<file path="config.mk">
export PLATFORM = sky130hd
export DESIGN_NAME = sram_magic_monitor
export DESIGN_NICKNAME = d
export VERILOG_FILES = /design/src/rtl/sram_magic_monitor.sv
export SDC_FILE = /design/constraint.sdc
export NUM_CORES = 1
export LEC_CHECK = 0
export CORE_MARGIN = 2
export CORE_UTILIZATION = 40
export CTS_BUF_LIST = sky130_fd_sc_hd__clkbuf_4 sky130_fd_sc_hd__clkbuf_8
export DETAILED_ROUTE_END_ITERATION = 10
export HOLD_SLACK_MARGIN = 0.15
export PLACE_DENSITY = 0.66
export SLEW_MARGIN = 20
export SYNTH_ARGS = -nofsm -noshare
export SYNTH_HDL_FRONTEND = slang
export SYNTH_SLANG_ARGS = --single-unit
</file>
<file path="constraint.sdc">
create_clock -name clk_50M -period 4.25 [get_ports clk_50M]
set_clock_uncertainty 0.15 [all_clocks]
set_input_delay 0.85 -clock clk_50M [delete_from_list [all_inputs] [get_ports clk_50M]]
set_output_delay 0.85 -clock clk_50M [all_outputs]
set_load 0.005 [all_outputs]
</file>
<file path="src/rtl/sram_magic_monitor.sv">
// sram_magic_monitor: passive snooper on one SRAM bus. It tracks writes to a
// small set of magic word addresses. For each address it keeps a byte-merged
// shadow word, emits one event per committed write, and latches sticky
// pass/fail/halt/timeout status for end-of-test detection.
module sram_magic_monitor #(
  parameter int                         ADDR_W         = 20,
  parameter int                         DATA_W         = 32,
  parameter int                         N_CHAN         = 2,
  // channel 0 = 20'h40000 (halt), channel 1 = 20'hC0000 (result)
  parameter logic [N_CHAN*ADDR_W-1:0]   MAGIC_ADDRS    = {20'hC0000, 20'h40000},
  parameter int                         RESULT_CHAN    = 1,
  parameter int                         HALT_CHAN      = 0,
  parameter logic [DATA_W-1:0]          PASS_CODE      = 32'hAAAAAAAA,
  parameter logic [DATA_W-1:0]          FAIL_CODE      = 32'hDEAD0000,
  parameter logic [DATA_W-1:0]          HALT_CODE      = 32'h00000001,
  parameter int                         TIMEOUT_CYCLES = 0,
  parameter int                         CNT_W          = 16,
  localparam int                        NB             = DATA_W / 8,
  localparam int                        CH_W           = (N_CHAN > 1) ? $clog2(N_CHAN) : 1
) (
  input  logic              clk_50M,
  input  logic              reset_btn,
  input  logic              clear,
  input  logic [ADDR_W-1:0] ram_addr,
  input  logic              ram_ce_n,
  input  logic              ram_we_n,
  input  logic [NB-1:0]     ram_be_n,
  input  logic [DATA_W-1:0] ram_data,
  output logic              evt_valid,
  output logic [CH_W-1:0]   evt_chan,
  output logic [DATA_W-1:0] evt_data,
  output logic              done,
  output logic              pass,
  output logic              fail,
  output logic              halt,
  output logic              timeout,
  output logic [CNT_W-1:0]  wr_count,
  output logic [DATA_W-1:0] result_data
);

  localparam int WD_W = (TIMEOUT_CYCLES > 0) ? $clog2(TIMEOUT_CYCLES + 1) : 1;

  typedef enum logic {
    S_RUN  = 1'b0,
    S_DONE = 1'b1
  } state_t;

  state_t state_q, state_d;

  logic              wa;
  logic              vld_p0;
  logic [ADDR_W-1:0] addr_p0;
  logic [DATA_W-1:0] data_p0;
  logic [NB-1:0]     be_p0;

  logic              commit;
  logic              commit_hit;
  logic              hit;
  logic [CH_W-1:0]   hit_chan;
  logic [DATA_W-1:0] merged;

  logic [DATA_W-1:0] shadow [N_CHAN];

  logic [WD_W-1:0]   wd_q, wd_d;
  logic              set_pass, set_fail, set_halt, set_timeout;

  // Replace only the enabled bytes (active-low byte enables) of the old word.
  function automatic logic [DATA_W-1:0] byte_merge(input logic [DATA_W-1:0] old_w,
                                                   input logic [DATA_W-1:0] new_w,
                                                   input logic [NB-1:0]     be_n);
    logic [DATA_W-1:0] res;
    res = old_w;
    for (int b = 0; b < NB; b++) begin
      if (!be_n[b]) res[b*8 +: 8] = new_w[b*8 +: 8];
    end
    return res;
  endfunction

  // Increment that sticks at all-ones instead of wrapping.
  function automatic logic [CNT_W-1:0] sat_inc(input logic [CNT_W-1:0] v);
    return (&v) ? v : v + 1'b1;
  endfunction

  assign wa = !ram_ce_n && !ram_we_n;

  // A write ends when the strobe drops or the address moves under a held strobe.
  assign commit     = vld_p0 && (!wa || (ram_addr != addr_p0));
  assign commit_hit = commit && hit;

  // Stage p0: write-active flag; cleared by reset so a partial write never commits.
  always_ff @(posedge clk_50M or posedge reset_btn) begin
    if (reset_btn) vld_p0 <= 1'b0;
    else           vld_p0 <= wa;
  end

  // Stage p0: capture the bus while a write is active; the last sampled beat wins.
  always_ff @(posedge clk_50M) begin
    if (wa) begin
      addr_p0 <= ram_addr;
      data_p0 <= ram_data;
      be_p0   <= ram_be_n;
    end
  end

  // Address match; scanning from the top down lets the lowest duplicate index win.
  always_comb begin
    hit      = 1'b0;
    hit_chan = '0;
    merged   = '0;
    for (int i = N_CHAN - 1; i >= 0; i--) begin
      if (addr_p0 == MAGIC_ADDRS[i*ADDR_W +: ADDR_W]) begin
        hit      = 1'b1;
        hit_chan = CH_W'(i);
        merged   = byte_merge(shadow[i], data_p0, be_p0);
      end
    end
  end

  // Run/done state register.
  always_ff @(posedge clk_50M or posedge reset_btn) begin
    if (reset_btn) begin
      state_q <= S_RUN;
      wd_q    <= '0;
    end else begin
      state_q <= state_d;
      wd_q    <= wd_d;
    end
  end

  // Terminal decode and watchdog; only active in RUN, a magic commit beats the timeout.
  always_comb begin
    state_d     = state_q;
    wd_d        = wd_q;
    set_pass    = 1'b0;
    set_fail    = 1'b0;
    set_halt    = 1'b0;
    set_timeout = 1'b0;
    if (state_q == S_RUN) begin
      if (commit_hit) begin
        wd_d = '0;
        if (hit_chan == CH_W'(RESULT_CHAN) && merged == PASS_CODE) set_pass = 1'b1;
        if (hit_chan == CH_W'(RESULT_CHAN) && merged == FAIL_CODE) set_fail = 1'b1;
        if (hit_chan == CH_W'(HALT_CHAN)   && merged == HALT_CODE) set_halt = 1'b1;
      end else if (TIMEOUT_CYCLES > 0) begin
        wd_d = wd_q + 1'b1;
        if (wd_d == WD_W'(TIMEOUT_CYCLES)) set_timeout = 1'b1;
      end
      if (set_pass || set_fail || set_halt || set_timeout) state_d = S_DONE;
    end
    if (clear) begin
      state_d     = S_RUN;
      wd_d        = '0;
      set_pass    = 1'b0;
      set_fail    = 1'b0;
      set_halt    = 1'b0;
      set_timeout = 1'b0;
    end
  end

  // Stage p1: event stream, counters, shadows and sticky flags.
  always_ff @(posedge clk_50M or posedge reset_btn) begin
    if (reset_btn) begin
      evt_valid <= 1'b0;
      evt_chan  <= '0;
      evt_data  <= '0;
      wr_count  <= '0;
      pass      <= 1'b0;
      fail      <= 1'b0;
      halt      <= 1'b0;
      timeout   <= 1'b0;
      for (int i = 0; i < N_CHAN; i++) shadow[i] <= '0;
    end else if (clear) begin
      evt_valid <= 1'b0;
      evt_chan  <= '0;
      evt_data  <= '0;
      wr_count  <= '0;
      pass      <= 1'b0;
      fail      <= 1'b0;
      halt      <= 1'b0;
      timeout   <= 1'b0;
      for (int i = 0; i < N_CHAN; i++) shadow[i] <= '0;
    end else begin
      evt_valid <= commit_hit;
      if (commit_hit) begin
        evt_chan <= hit_chan;
        evt_data <= merged;
        wr_count <= sat_inc(wr_count);
      end
      for (int i = 0; i < N_CHAN; i++) begin
        if (commit_hit && hit_chan == CH_W'(i)) shadow[i] <= merged;
      end
      pass    <= pass    | set_pass;
      fail    <= fail    | set_fail;
      halt    <= halt    | set_halt;
      timeout <= timeout | set_timeout;
    end
  end

  assign done        = (state_q == S_DONE);
  assign result_data = shadow[RESULT_CHAN];

endmodule

</file>
**Run 1: track usage over the die**

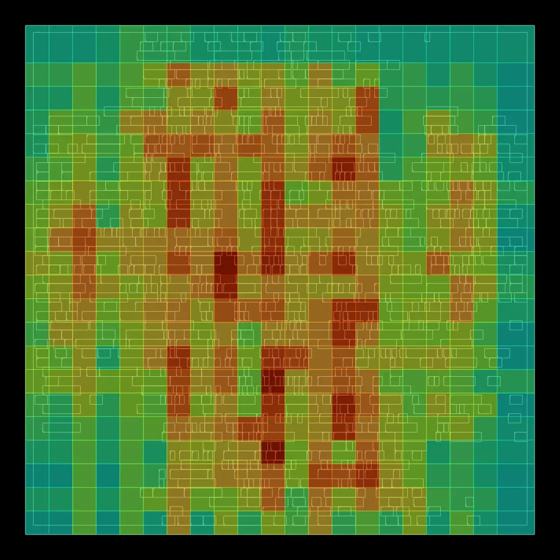
combined global-route utilization of all metal layers: 20.8%
fraction of met2 tracks used by global routing: 30.7%
final standard cell utilization of the core: 49.6%
met1 capacity usage during global routing: 29.4%

**Run 1: sequential cells colored by netlist name**

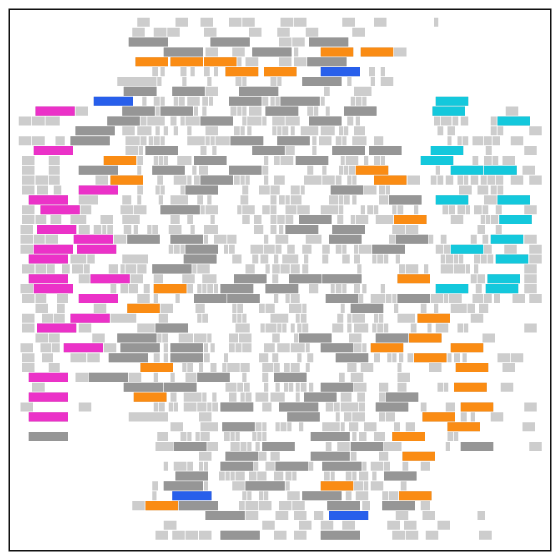
`be_p0`: in blue, placed flops 4. `addr_p0`: in magenta, placed flops 20, where west. `evt_data`: in orange, placed flops 32. `wr_count`: in cyan, placed flops 16.
Another 103 sequential cells are not colored.

**Run 1: the metal 2 layer**

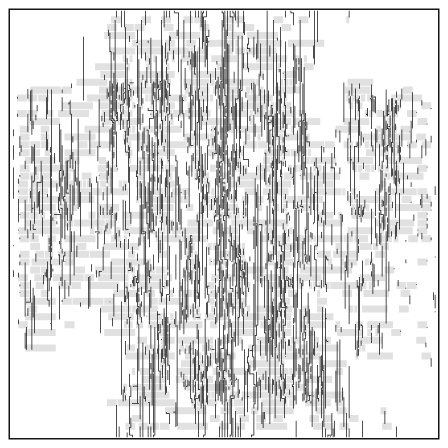
The wires run mostly vertical. 803 nets have wire on it.
via count of the routed design: 6498
wire length reported by the detailed router: 22.3 mm

==> flow_summary.rst, run 1 <==
Synthesis and place-and-route
=============================

.. list-table::
   :header-rows: 1

   * - Metric
     - Value
   * - Result of the run
     - completed
   * - Kind of capture point of the worst setup path
     - flop
   * - Floorplan die area
     - 22200 um2
   * - Number of placed I/O pins
     - 148
   * - Critical-path cell with the highest stage delay
     - or4_1
   * - # Post-CTS Setup Buffers
     - 0
   * - Hold buffer count at cts
     - 0
   * - Layout fillers
     - 1943
   * - Clock tree from TritonCTS
     - yes
   * - Num Clock Sinks
     - 175
   * - Count of state elements after synthesis
     - 175
   * - Share of post-route cells with drive strength above 1
     - 8.33%
   * - Internal
     - between 2 and 2.5 mW
   * - P&R area growth vs syn
     - 23.0%
   * - Chip Height
     - 149 um
   * - Number of warning messages in the yosys log
     - 0
   * - Clock power frac
     - 36.8%
   * - PD cells
     - 311 nW/um2
   * - Final routed wire length divided by cell count
     - 18.1 um
   * - Yosys cell count
     - ~850
   * - Standard cell core area
     - 20800 um2
   * - Type of the worst setup path
     - flop to flop
   * - Type of element launching the critical path
     - flop
   * - Starting Density
     - 40.3%
   * - Largest net degree at the start of global routing
     - 73
   * - Top fanout value on the critical path
     - 15
   * - Via density per instance
     - 5.26
   * - Mean area per synthesized cell
     - between 9 and 10 um2
   * - Final-report setup violation count
     - 0
   * - Worst Setup Slack, final
     - 0.879 ns
   * - Floorplan net count
     - 907
   * - Maximum clock frequency
     - 0.297 GHz
   * - Global route total overflow
     - 0
   * - Synthesized chip area reported by yosys
     - 8400 um2
   * - Initial drt markers
     - 450
   * - Clock root cell
     - clkbuf_8
   * - Final Cycle Share
     - 79.3%
   * - Overall die width
     - 149 um
   * - Port-buffer cells
     - 146
   * - Setup repair after global routing missed its margin
     - no
   * - Main flop type after synthesis
     - dfrtp_1
   * - Placement Setup Slack
     - 0.651 ns
   * - Max-slew violations
     - 0
   * - Final HPWL from detailed placement
     - between 15 and 20 mm
   * - Total leakage power
     - 3.83 nW
   * - Crit path DRT
     - ~4.5 ns
   * - Part of the Yosys area used for sequential elements
     - 55.5%
   * - Cell area after layout
     - 10300 um2
   * - Clock slew at the register clock pins of the worst setup and hold paths
     - 0.09 ns
   * - Worst VDD drop
     - between 0.15 and 0.2 mV
   * - Data arrival at the endpoint of the critical path
     - 3.61 ns
   * - Last weighted congestion value of the routability-driven placer
     - 0.852
   * - Synthesized cell area
     - approximately 8400 um2
   * - Placement row count
     - roughly 53
   * - Initial antenna violation count
     - 0
   * - Number of library cell types mapped by synthesis
     - roughly 52
   * - Worst min-delay path category
     - flop to flop
   * - Critical path, cell by cell
     - nor4_2 > nand4_1 > or4_1 > buf_4 > nor3_1 > nand4_1 > or4_1 > a21oi_1
   * - Clock tree buffer depth
     - 2
   * - H-tree depth
     - 4
   * - Async set-or-reset flop fraction in the synthesized netlist
     - 68.0%
   * - Instance count of the mapped netlist
     - between 800 and 900
   * - Diodes inserted
     - 0
   * - Number of max-capacitance violations reported
     - 0
   * - Via count of the first global-routing pass
     - 6308
   * - Portion of total power attributed to sequential cells
     - a little under three fifths
   * - Tmin final
     - roughly 3.4 ns
   * - Total negative slack
     - 0 ns
   * - Number of routed nets with antenna violations
     - 0
   * - Tool warning count
     - 26
   * - Switching power total
     - 779 uW
   * - Final Hold Viols
     - 0
   * - CTS resizes
     - 0
   * - Most common logic cells in the final layout
     - nand2_1 (192), clkdlybuf4s50_1 (145), dfrtp_1 (119)
   * - Number of enable flip-flop cells
     - 56
   * - Combinational share of power
     - 6.6%
   * - Least-Margin Pin Slew
     - 0.770 ns
   * - Nets
     - 1009
   * - Wire length of the first global-routing pass
     - roughly 36 mm
   * - Number of iterations in the first detailed-routing pass
     - 4
   * - Worst max-slew margin expressed relative to the limit
     - a little under half
   * - Clk_lat worst skew
     - between 0.4 and 0.5 ns
   * - Number of remaining DRC errors
     - 0
   * - Area after detailed placement
     - 9940 um2
   * - Max incr delay on CP
     - 0.62 ns
   * - Leading cell type in the layout, fill and taps excluded
     - nand2_1
   * - Switching Fraction
     - 24.3%
   * - CTS Buf Count
     - 17
==> run 1: area by class of cell <==
class                      instances  area [um2]  share of cell area, %
tap                              275         344                   3.33
clock buffer                      20         263                   2.54
inverter                           9        36.3                  0.351
timing repair buffer             168        1640                   15.8
sequential                       175        4660                   45.1
multi-input combinational        576        3260                   31.5
clock inverter                    12         135                   1.31
==> run 1: sequential cells by signal, indices dropped and copies added (netlist names) <==
signal and count:
data_p0 32, be_p0 4, addr_p0 20, evt_chan 1, fail 1, evt_data 32
wr_count 16, evt_valid 1, pass 1, vld_p0 1, done 1, result_data 32
halt 1, shadow 32
==> run 1: power groups by stage <==
stage | clock network, mW | registers (mW) | logic, mW
CTS | 1.21 | 1.82 | 0.216
global route | 1.28 | 1.82 | 0.233
finish | 1.18 | 1.82 | 0.213
detailed placement | 0 | 1.85 | 0.216
floorplan | 0 | 1.83 | 0.123
global placement | 0 | 1.85 | 0.213
==> run 1: cells by family (layout without fill, tap and decap cells) <==
family	count (synthesis)	count (layout)	synth area share (%)
and+or+nand+nor	332	332	18.3
DFF	175	175	55.5
AOI/OAI and AO/OA	166	166	10.9
buffers and inverters	94	209	6.09
muxes	54	54	6.69
xor gates and xnor gates	22	22	2.29
adders and majority gates	1	1	0.149
other	1	1	0.0446
==> run 1: worst max-delay path, delay by kind of cell (launching register included) <==
kind	cells	cell delay (ns)
DFF	1	0.43
buffers and inverters	1	0.26
AOI/OAI and AO/OA	1	0.17
and+or+nand+nor	6	2.27
==> run 1: cell usage after synthesis, types with 9 or more instances <==
cell type    n  area share (%)
dfrtp_1    119              35
inv_1        9            0.40
or3_1       14             1.0
a21oi_1    107             6.4
a211oi_1    10            0.89
mux2i_1     37             4.4
xnor2_1     18             1.9
nand2_1    192             8.6
buf_2       10            0.60
mux2_2      16             2.1
edfxtp_1    56              20
nor3_1      12            0.71
buf_4       35             3.1
nand4_1     14             1.0
clkbuf_1    37             1.7
nor2_1      41             1.8
nand3_1     10            0.60
o21ai_0     31             1.8
==> run 1: per-layer routing <==
metal | up-vias | track usage (%) | routed length (um)
met5 | - | 0 | 0
met3 | 28 | 6.54 | 1640
met4 | 0 | 6.38 | 406
met2 | 193 | 30.7 | 9980
li1 | 3125 | - | -
met1 | 3152 | 29.4 | 10300
==> run 1: through the flow <==
step / hold WS [ns] / std cells / power, mW / utilization, %
2_1_floorplan: 0.342 / 845 / 1.96 / -
4_1_cts: 0.373 / 1235 / 3.25 / 49.6
6_report: 0.371 / 1235 / 3.21 / 49.6
3_3_place_gp: 0.352 / 1203 / 2.07 / 47.7
5_1_grt: 0.393 / 1235 / 3.34 / 49.6
3_5_place_dp: 0.360 / 1203 / 2.07 / 47.7
==> run 1: final timing paths <==
kind	endpoint	start	cells after the start	slack, ns
min in group asynchronous	result_data[2]	reset_btn	2	0.67
setup reg to reg	fail	addr_p0[1]	8	0.88
setup / recovery	fail	addr_p0[1]	8	0.88
hold reg to reg	shadow[54]	shadow[54]	2	0.37
hold / removal	shadow[54]	shadow[54]	2	0.37
max in group asynchronous	shadow[48]	reset_btn	3	2.45
==> run 2, diff against run 1 <==
- PLACE_DENSITY: 0.66 -> default
- clock period: 4.25 -> 3.5 ns (I/O delays scaled with it)
==> flow_summary.rst, run 2 <==
Synthesis and place-and-route
=============================

.. list-table::
   :header-rows: 1

   * - Metric
     - Value
   * - Async set-or-reset flop fraction in the synthesized netlist
     - 68.0%
   * - Switching Fraction
     - approximately a quarter
   * - Most common logic cells in the final layout
     - nand2_1 (192), clkdlybuf4s50_1 (145), dfrtp_1 (119)
   * - Worst Min Path Start
     - shadow[49]
   * - P&R area growth vs syn
     - 24.2%
   * - Top-area cell share
     - 35.4%
   * - PD cells
     - 365 nW/um2
   * - Worst Setup Slack, final
     - 0.199 ns
   * - Number of max-capacitance violations reported
     - 0
   * - Clock tree buffer depth
     - 2
   * - Most instantiated cells after synthesis
     - nand2_1 (192), dfrtp_1 (119), a21oi_1 (107)
   * - Post-route worst hold slack
     - 0.372 ns
   * - Worst max-slew margin expressed relative to the limit
     - roughly a quarter
   * - Starting Density
     - 40.3%
   * - Worst min-delay path category
     - flop to flop
   * - Main flop type after synthesis
     - dfrtp_1
   * - Floorplan net count
     - roughly 910
   * - Via count of the routed design
     - between 6000 and 7000
   * - Leading cell type in the layout, fill and taps excluded
     - nand2_1
   * - Hold buffer count at cts
     - 0
   * - Clock tree from TritonCTS
     - yes
   * - Final HPWL from detailed placement
     - ~16 mm
   * - Number of enable flip-flop cells
     - 56
   * - Result of the run
     - completed
   * - Combinational share of power
     - 7.3%
   * - Last weighted congestion value of the routability-driven placer
     - 0.824
   * - Chip Height
     - 149 um
   * - Worst VDD drop
     - 0.245 mV
   * - Clock power frac
     - between 30% and 40%
   * - Top fanout value on the critical path
     - 13
   * - Tool warning count
     - 26
   * - Synthesized cell area
     - 8400 um2
   * - Met1 capacity usage during global routing
     - 30.7%
   * - Filler-free cell count of the finished design
     - 1247
   * - Number of placed I/O pins
     - 148
   * - Cell taking the most area after synthesis
     - dfrtp_1
   * - Tmin final
     - 3.30 ns
   * - Part of the Yosys area used for sequential elements
     - a little under three fifths
   * - Port-buffer cells
     - roughly 150
   * - # Post-CTS Setup Buffers
     - 0
   * - Placement row count
     - 53
   * - Share of post-route cells with drive strength above 1
     - 9.47%
   * - Clk_lat worst skew
     - 0.48 ns
   * - Instance count of the mapped netlist
     - 845
   * - Area after detailed placement
     - 10100 um2
   * - Type of element launching the critical path
     - input port
   * - Type of the worst setup path
     - input port to flop
   * - Clock root cell
     - clkbuf_8
   * - Final Cycle Share
     - 94.3%
   * - CTS Buf Count
     - 17
   * - Kind of capture point of the worst setup path
     - flop
   * - Maximum clock frequency
     - ~0.30 GHz
   * - Number of remaining DRC errors
     - 0
   * - Internal
     - 2.85 mW
   * - Wire length reported by the detailed router
     - 22.7 mm
   * - Switching power total
     - 963 uW
   * - Diodes inserted
     - 0
   * - Cell total after placement
     - roughly 1200
   * - Initial antenna violation count
     - 0
   * - Yosys cell count
     - 845
   * - Number of routed nets with antenna violations
     - 0
   * - Global route total overflow
     - 0
   * - Initial drt markers
     - approximately 460
   * - Wire length of the first global-routing pass
     - 35.9 mm
   * - Number of iterations in the first detailed-routing pass
     - 5
   * - Combined global-route utilization of all metal layers
     - 21.0%
   * - Max-slew violations
     - 0
   * - Final-report setup violation count
     - 0
   * - Mean area per synthesized cell
     - 9.94 um2
   * - Synthesized chip area reported by yosys
     - 8400 um2
   * - Num Clock Sinks
     - 175
   * - Final routed wire length divided by cell count
     - 18.2 um
   * - Standard cell core area
     - 20800 um2
   * - Fraction of met2 tracks used by global routing
     - 30.7%
   * - Number of library cell types mapped by synthesis
     - 52
   * - Count of state elements after synthesis
     - ~180
   * - Top cells by area
     - dfrtp_1 (35%), edfxtp_1 (20%), nand2_1 (8.6%), a21oi_1 (6.4%), mux2i_1 (4.4%)
   * - Largest net degree at the start of global routing
     - between 50 and 60
   * - Final Hold Viols
     - 0
   * - Portion of total power attributed to sequential cells
     - between 50% and 60%
   * - Clock slew at the register clock pins of the worst setup and hold paths
     - 0.09 ns
   * - Most Used Layer, Global Route
     - met1
   * - Cell area after layout
     - 10400 um2
   * - H-tree depth
     - 4
   * - Floorplan die area
     - between 20000 and 25000 um2
   * - Placement Setup Slack
     - -0.176 ns
   * - Setup repair after global routing missed its margin
     - no
   * - Crit path DRT
     - 3.73 ns
   * - Least-Margin Pin Slew
     - 1.09 ns
   * - Via density per instance
     - 5.33
   * - Number of warning messages in the yosys log
     - 0
   * - Library cell with the highest instance count after synthesis
     - nand2_1
   * - Via count of the first global-routing pass
     - 6323
   * - Met3 usage
     - 5.96%
   * - Data arrival at the endpoint of the critical path
     - between 3 and 4 ns
   * - Total leakage power
     - between 3 and 4 nW
   * - Critical Path Source
     - ram_addr[3]
   * - Overall die width
     - 149 um
   * - Nets
     - approximately 1000
   * - Source of the worst register-to-register timing path
     - addr_p0[19]
==> run 2: cell count changes in the layout (fill, tap and decap cells not counted), moves of 2 or more <==
cell | previous run | this run
clkinvlp_4 | 3 | 1
inv_6 | 3 | 1
clkinv_4 | 2 | 5
buf_12 | 1 | 4
buf_4 | 22 | 31
bufinv_16 | 2 | 0
==> run 2: power groups by stage <==
stage	clock network, mW	registers, mW	logic (mW)
finish	1.33	2.20	0.279
global placement	0	2.25	0.280
floorplan	0	2.23	0.150
detailed placement	0	2.25	0.282
global route	1.43	2.21	0.305
CTS	1.36	2.20	0.283
==> run 2: stage by stage <==
step                      total power [mW]  setup TNS (ns)
after global routing                  3.95               0
final                                 3.81               0
after CTS                             3.84               0
after detailed placement              2.53           -7.03
after floorplan                       2.38               0
after global placement                2.53           -4.55
==> run 2: critical path: stages <==
cell	delay, ns
clkdlybuf4s50_1	0.50
xnor2_1	0.12
nand4_1	0.13
nor4_1	0.94
nand2_1	0.19
buf_4	0.22
nand3_1	0.26
buf_4	0.27
nand2_1	0.07
a21oi_1	0.13
==> run 2: kinds of logic after synthesis <==
group / share of synthesized area [%]
mux: 6.69
fa+ha+maj: 0.149
xor+xnor: 2.29
flops: 55.5
buf+inv: 6.09
simple gates: 18.3
compound gates: 10.9
other cells: 0.0446
==> run 2: area by class of cell <==
cell class              instances  area [um2]
well taps                     275         344
clock buffers                  21         277
repair buffers                180        1760
flip-flops and latches        175        4660
clock inverters                11        83.8
inverters                       9        37.5
fillers                      1975       10400
multi-input cells             576        3270
==> run 2: final timing paths <==
check                                  end  slack, ns  cells after the start
setup / recovery                shadow[35]       0.20                     10
hold / removal                  shadow[49]       0.37                      2
setup reg to reg                      halt       0.32                      8
hold reg to reg                 shadow[49]       0.37                      2
max in group asynchronous  result_data[20]       1.77                      4
min in group asynchronous      evt_data[6]       0.50                      2
==> run 2: timing repair <==
action	in CTS	in global routing
setup endpoints to repair	0	18
resized	0	1
hold endpoints to repair	0	0
==> run 2: metal layers <==
layer  wire, um  up-vias
li1           -     3150
met1      10600     3278
met2      10200      201
met3       1630       17
met4        222        0
met5          0        -
**Run 2: sequential cells colored by netlist name**

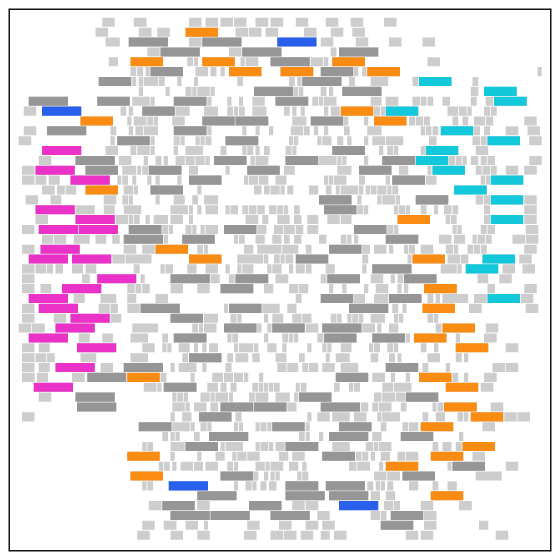
`addr_p0`: in magenta, placed flops 20, where west. `evt_data`: in orange, placed flops 32. `be_p0`: in blue, placed flops 4. `wr_count`: in cyan, placed flops 16.
Another 103 sequential cells are not colored.
power consumed by sequential cells: 2.20 mW
Flop area: 4660 um2
final standard cell utilization of the core: 50.1%
flop share of the area: 44.7%

**Run 2: M3 wires**

Bar = 50 um.
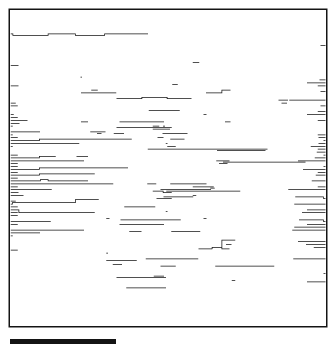
124 nets have wire on it. The layer holds 7.2% of the routed length. The longest straight run is 56.1 um. The layer carries 1630 um of wire. The wires run mostly horizontal.

==> run 3, diff against run 2 <==
- DONT_BUFFER_PORTS: default -> 1
==> flow_summary.rst, run 3 <==
Synthesis and place-and-route
=============================

.. list-table::
   :header-rows: 1

   * - Metric
     - Value
   * - Clk_lat worst skew
     - 0.47 ns
   * - Global route total overflow
     - 0
   * - Adder Share, Synth
     - 0.149%
   * - Tot Pwr
     - 3.87 mW
   * - Initial antenna violation count
     - 1
   * - Top fanout value on the critical path
     - 24
   * - Type of the worst setup path
     - flop to flop
   * - Overall die width
     - 149 um
   * - Placement Setup Slack
     - 0.0472 ns
   * - Placement row count
     - 53
   * - Top cells by area
     - dfrtp_1 (35%), edfxtp_1 (20%), nand2_1 (8.6%), a21oi_1 (6.4%), mux2i_1 (4.4%)
   * - Number of placed I/O pins
     - between 100 and 150
   * - Kind of capture point of the worst setup path
     - flop
   * - Final-report setup violation count
     - 0
   * - Final HPWL from detailed placement
     - 15.9 mm
   * - Clock tree from TritonCTS
     - yes
   * - Tmin final
     - 3.30 ns
   * - Num Clock Sinks
     - 175
   * - Floorplan net count
     - 907
   * - Via density per instance
     - 5.44
   * - CTS Buf Count
     - 17
   * - Multiplexer share of the synthesized area
     - approximately 6.7%
   * - Source of the worst register-to-register timing path
     - addr_p0[19]
   * - Critical Path Source
     - addr_p0[19]
   * - Clock slew at the register clock pins of the worst setup and hold paths
     - approximately 0.1 ns
   * - Total leakage power
     - around 3.6 nW
   * - Largest net degree at the start of global routing
     - 88
   * - Cell area after layout
     - 9500 um2
   * - Least-Margin Pin Slew
     - 0.963 ns
   * - Setup repair after global routing missed its margin
     - no
   * - Type of element launching the critical path
     - flop
   * - Via count of the first global-routing pass
     - 6061
   * - Total negative slack
     - 0 ns
   * - Tool warning count
     - 26
   * - Leading cell type in the layout, fill and taps excluded
     - nand2_1
   * - Filler-free cell count of the finished design
     - roughly 1200
   * - Wire length reported by the detailed router
     - 23.2 mm
   * - Worst max-slew margin expressed relative to the limit
     - 35.6%
   * - Result of the run
     - completed
   * - Yosys cell count
     - 845
   * - Async set-or-reset flop fraction in the synthesized netlist
     - between 60% and 70%
   * - Final Cycle Share
     - 94.2%
   * - Register-to-register setup slack
     - 0.20 ns
   * - Main flop type after synthesis
     - dfrtp_1
   * - Chip Height
     - 149 um
   * - Port-buffer cells
     - 0
   * - Instance count of the mapped netlist
     - 845
   * - Via count of the routed design
     - about 6300
   * - Number of enable flip-flop cells
     - 56
   * - Worst min-delay path category
     - input port to flop
   * - Clock root cell
     - clkbuf_8
   * - Library cell with the highest instance count after synthesis
     - nand2_1
   * - Critical path endpoint
     - halt
   * - Floorplan die area
     - 22200 um2
   * - P&R area growth vs syn
     - 13.1%
   * - Post-Synth AOI/OAI Area
     - a little over a tenth
   * - Cell total after placement
     - 1061
   * - Number of remaining DRC errors
     - 0
   * - Data arrival at the endpoint of the critical path
     - 3.56 ns
   * - Worst Setup Slack, final
     - 0.204 ns
   * - Post-route worst hold slack
     - 0.176 ns
   * - Simple-Gate Fraction of Synth Area
     - 18.3%
   * - Crit path DRT
     - around 3.8 ns
   * - Standard cell core area
     - 20800 um2
   * - Maximum clock frequency
     - approximately 0.30 GHz
   * - Final routed wire length divided by cell count
     - 20.1 um
   * - Part of the Yosys area used for sequential elements
     - between 50% and 60%
   * - Count of state elements after synthesis
     - 175
   * - Max-slew violations
     - 0
   * - H-tree depth
     - 4
   * - Starting Density
     - 40.3%
   * - Number of warning messages in the yosys log
     - 0
   * - Number of library cell types mapped by synthesis
     - 52
   * - Area share of xor/xnor cells in the synthesized design
     - roughly 2.3%
   * - Last weighted congestion value of the routability-driven placer
     - 0.908
   * - Destination of the worst register-to-register timing path
     - halt
   * - Largest family of logic cells by area
     - simple AND/OR/NAND/NOR gates
   * - PD cells
     - 408 nW/um2
   * - Clock tree buffer depth
     - 2
   * - Synthesized chip area reported by yosys
     - ~8400 um2
   * - Most common logic cells in the final layout
     - nand2_1 (192), dfrtp_1 (119), a21oi_1 (107)
   * - Mean area per synthesized cell
     - 9.94 um2
   * - Wire length of the first global-routing pass
     - roughly 37 mm
   * - Layout fillers
     - 1995
   * - Worst VDD drop
     - 0.238 mV
   * - Number of routed nets with antenna violations
     - 0
   * - Final Hold Viols
     - 0
   * - Register-to-Register Path Depth
     - 8
   * - Number of max-capacitance violations reported
     - 0
   * - Combined global-route utilization of all metal layers
     - 21.5%
   * - Top-area cell share
     - a little over a third
   * - Area after detailed placement
     - around 8500 um2
   * - Nets
     - 922
   * - Most instantiated cells after synthesis
     - nand2_1 (192), dfrtp_1 (119), a21oi_1 (107)
   * - Synthesized cell area
     - 8400 um2
   * - Number of iterations in the first detailed-routing pass
     - 5
   * - Initial drt markers
     - 463
   * - Cell taking the most area after synthesis
     - dfrtp_1
   * - Share of post-route cells with drive strength above 1
     - about a tenth
## run 3: cell count changes in the layout (fill, tap and decap cells not counted), moves of 2 or more
cell and delta:
buf_12 -2, buf_4 -4, clkdlybuf4s50_1 -145, clkinv_4 -3
diode_2 +2, dlygate4sd3_1 +51, inv_6 +2
## run 3: logic make-up after synthesis
| group | after synthesis |
|---|---|
| other | 1 |
| DFF | 175 |
| and+or+nand+nor | 332 |
| xor gates and xnor gates | 22 |
| muxes | 54 |
| AOI/OAI and AO/OA | 166 |
| buffers and inverters | 94 |
| adders and majority gates | 1 |
## run 3: worst min path at each step
| stage | startpoint | end | slack, ns | depth (start not counted) |
|---|---|---|---|---|
| final | ram_data[14] | data_p0[14] | 0.18 | 0 |
| after global routing | ram_data[14] | data_p0[14] | 0.15 | 0 |
| after CTS | ram_data[27] | data_p0[27] | 0.15 | 0 |
| after detailed placement | shadow[49] | shadow[49] | 0.35 | 2 |
| after global placement | shadow[63] | shadow[63] | 0.35 | 2 |
| after floorplan | shadow[49] | shadow[49] | 0.34 | 2 |
## run 3: repair_timing
item                                    4_1_cts  5_1_grt
buffers inserted                              0        3
hold buffers                                 47        5
resized                                       0        4
endpoints found under the hold margin       163        5
endpoints found under the setup margin        0       29
## run 3: layout make-up
| class | instances | area (um2) | area share, % |
|---|---|---|---|
| Sequential cell | 175 | 4660 | 49.1 |
| Multi-Input combinational cell | 576 | 3280 | 34.6 |
| Timing Repair Buffer | 81 | 781 | 8.22 |
| Tap cell | 275 | 344 | 3.62 |
| Clock buffer | 22 | 290 | 3.06 |
| Clock inverter | 10 | 98.8 | 1.04 |
| Inverter | 9 | 37.5 | 0.395 |
| Antenna cell | 2 | 5.00 | 0.0527 |
## run 3: power breakdown
| part | internal [mW] | switching [mW] | total, mW |
|---|---|---|---|
| logic | 0.106 | 0.140 | 0.245 |
| clock network | 0.645 | 0.775 | 1.42 |
| registers | 2.16 | 0.0424 | 2.21 |
## run 3: worst max-delay path: stages (launching register included)
cell and delay (ns):
edfxtp_1 0.39, buf_4 0.37, mux2_2 0.38, mux2i_1 0.34
and4_1 0.29, o2111ai_1 0.19, or3_1 0.46, a2111oi_2 0.47
o21ba_2 0.18
## run 3: per-layer routing
layer | vias up | routed length, um | part of all wire [%] | track usage, %
met4 | 0 | 247 | 1.1 | 4.90
met3 | 22 | 1990 | 8.6 | 7.58
met5 | - | 0 | 0 | 0
met2 | 221 | 10700 | 46 | 33.7
li1 | 2946 | - | - | -
met1 | 3069 | 10200 | 44 | 28.7
**Run 3: sequential cells colored by netlist name**

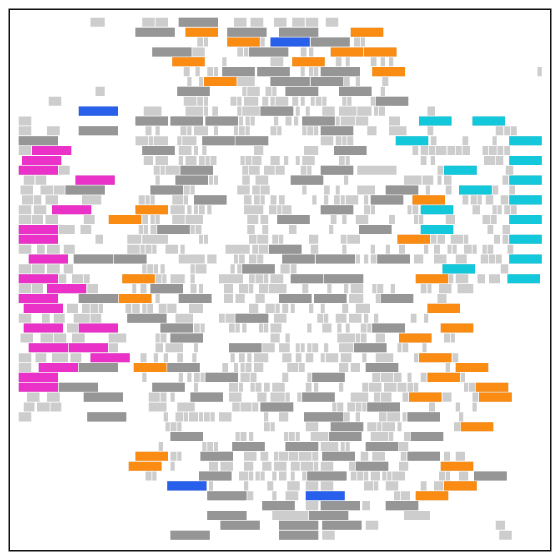
`addr_p0`: in magenta, placed flops 20, where west. `be_p0`: in blue, placed flops 4. `wr_count`: in cyan, placed flops 16. `evt_data`: in orange, placed flops 32, where all over the die.
final standard cell utilization of the core: 45.6%
power consumed by sequential cells: 2.21 mW

**Run 3: gate families picked out**

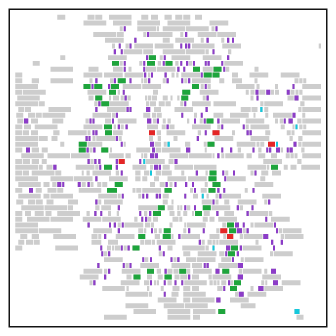
nand cells: in purple, cells 228, most used nand2_1. inv cells: in cyan, cells 9, most used inv_1. mux cells: in green, cells 54, most used mux2i_1. non-inverting ao/oa cells: in red, cells 6, most used a211o_1.

Power is estimated from default activity; no workload was simulated.
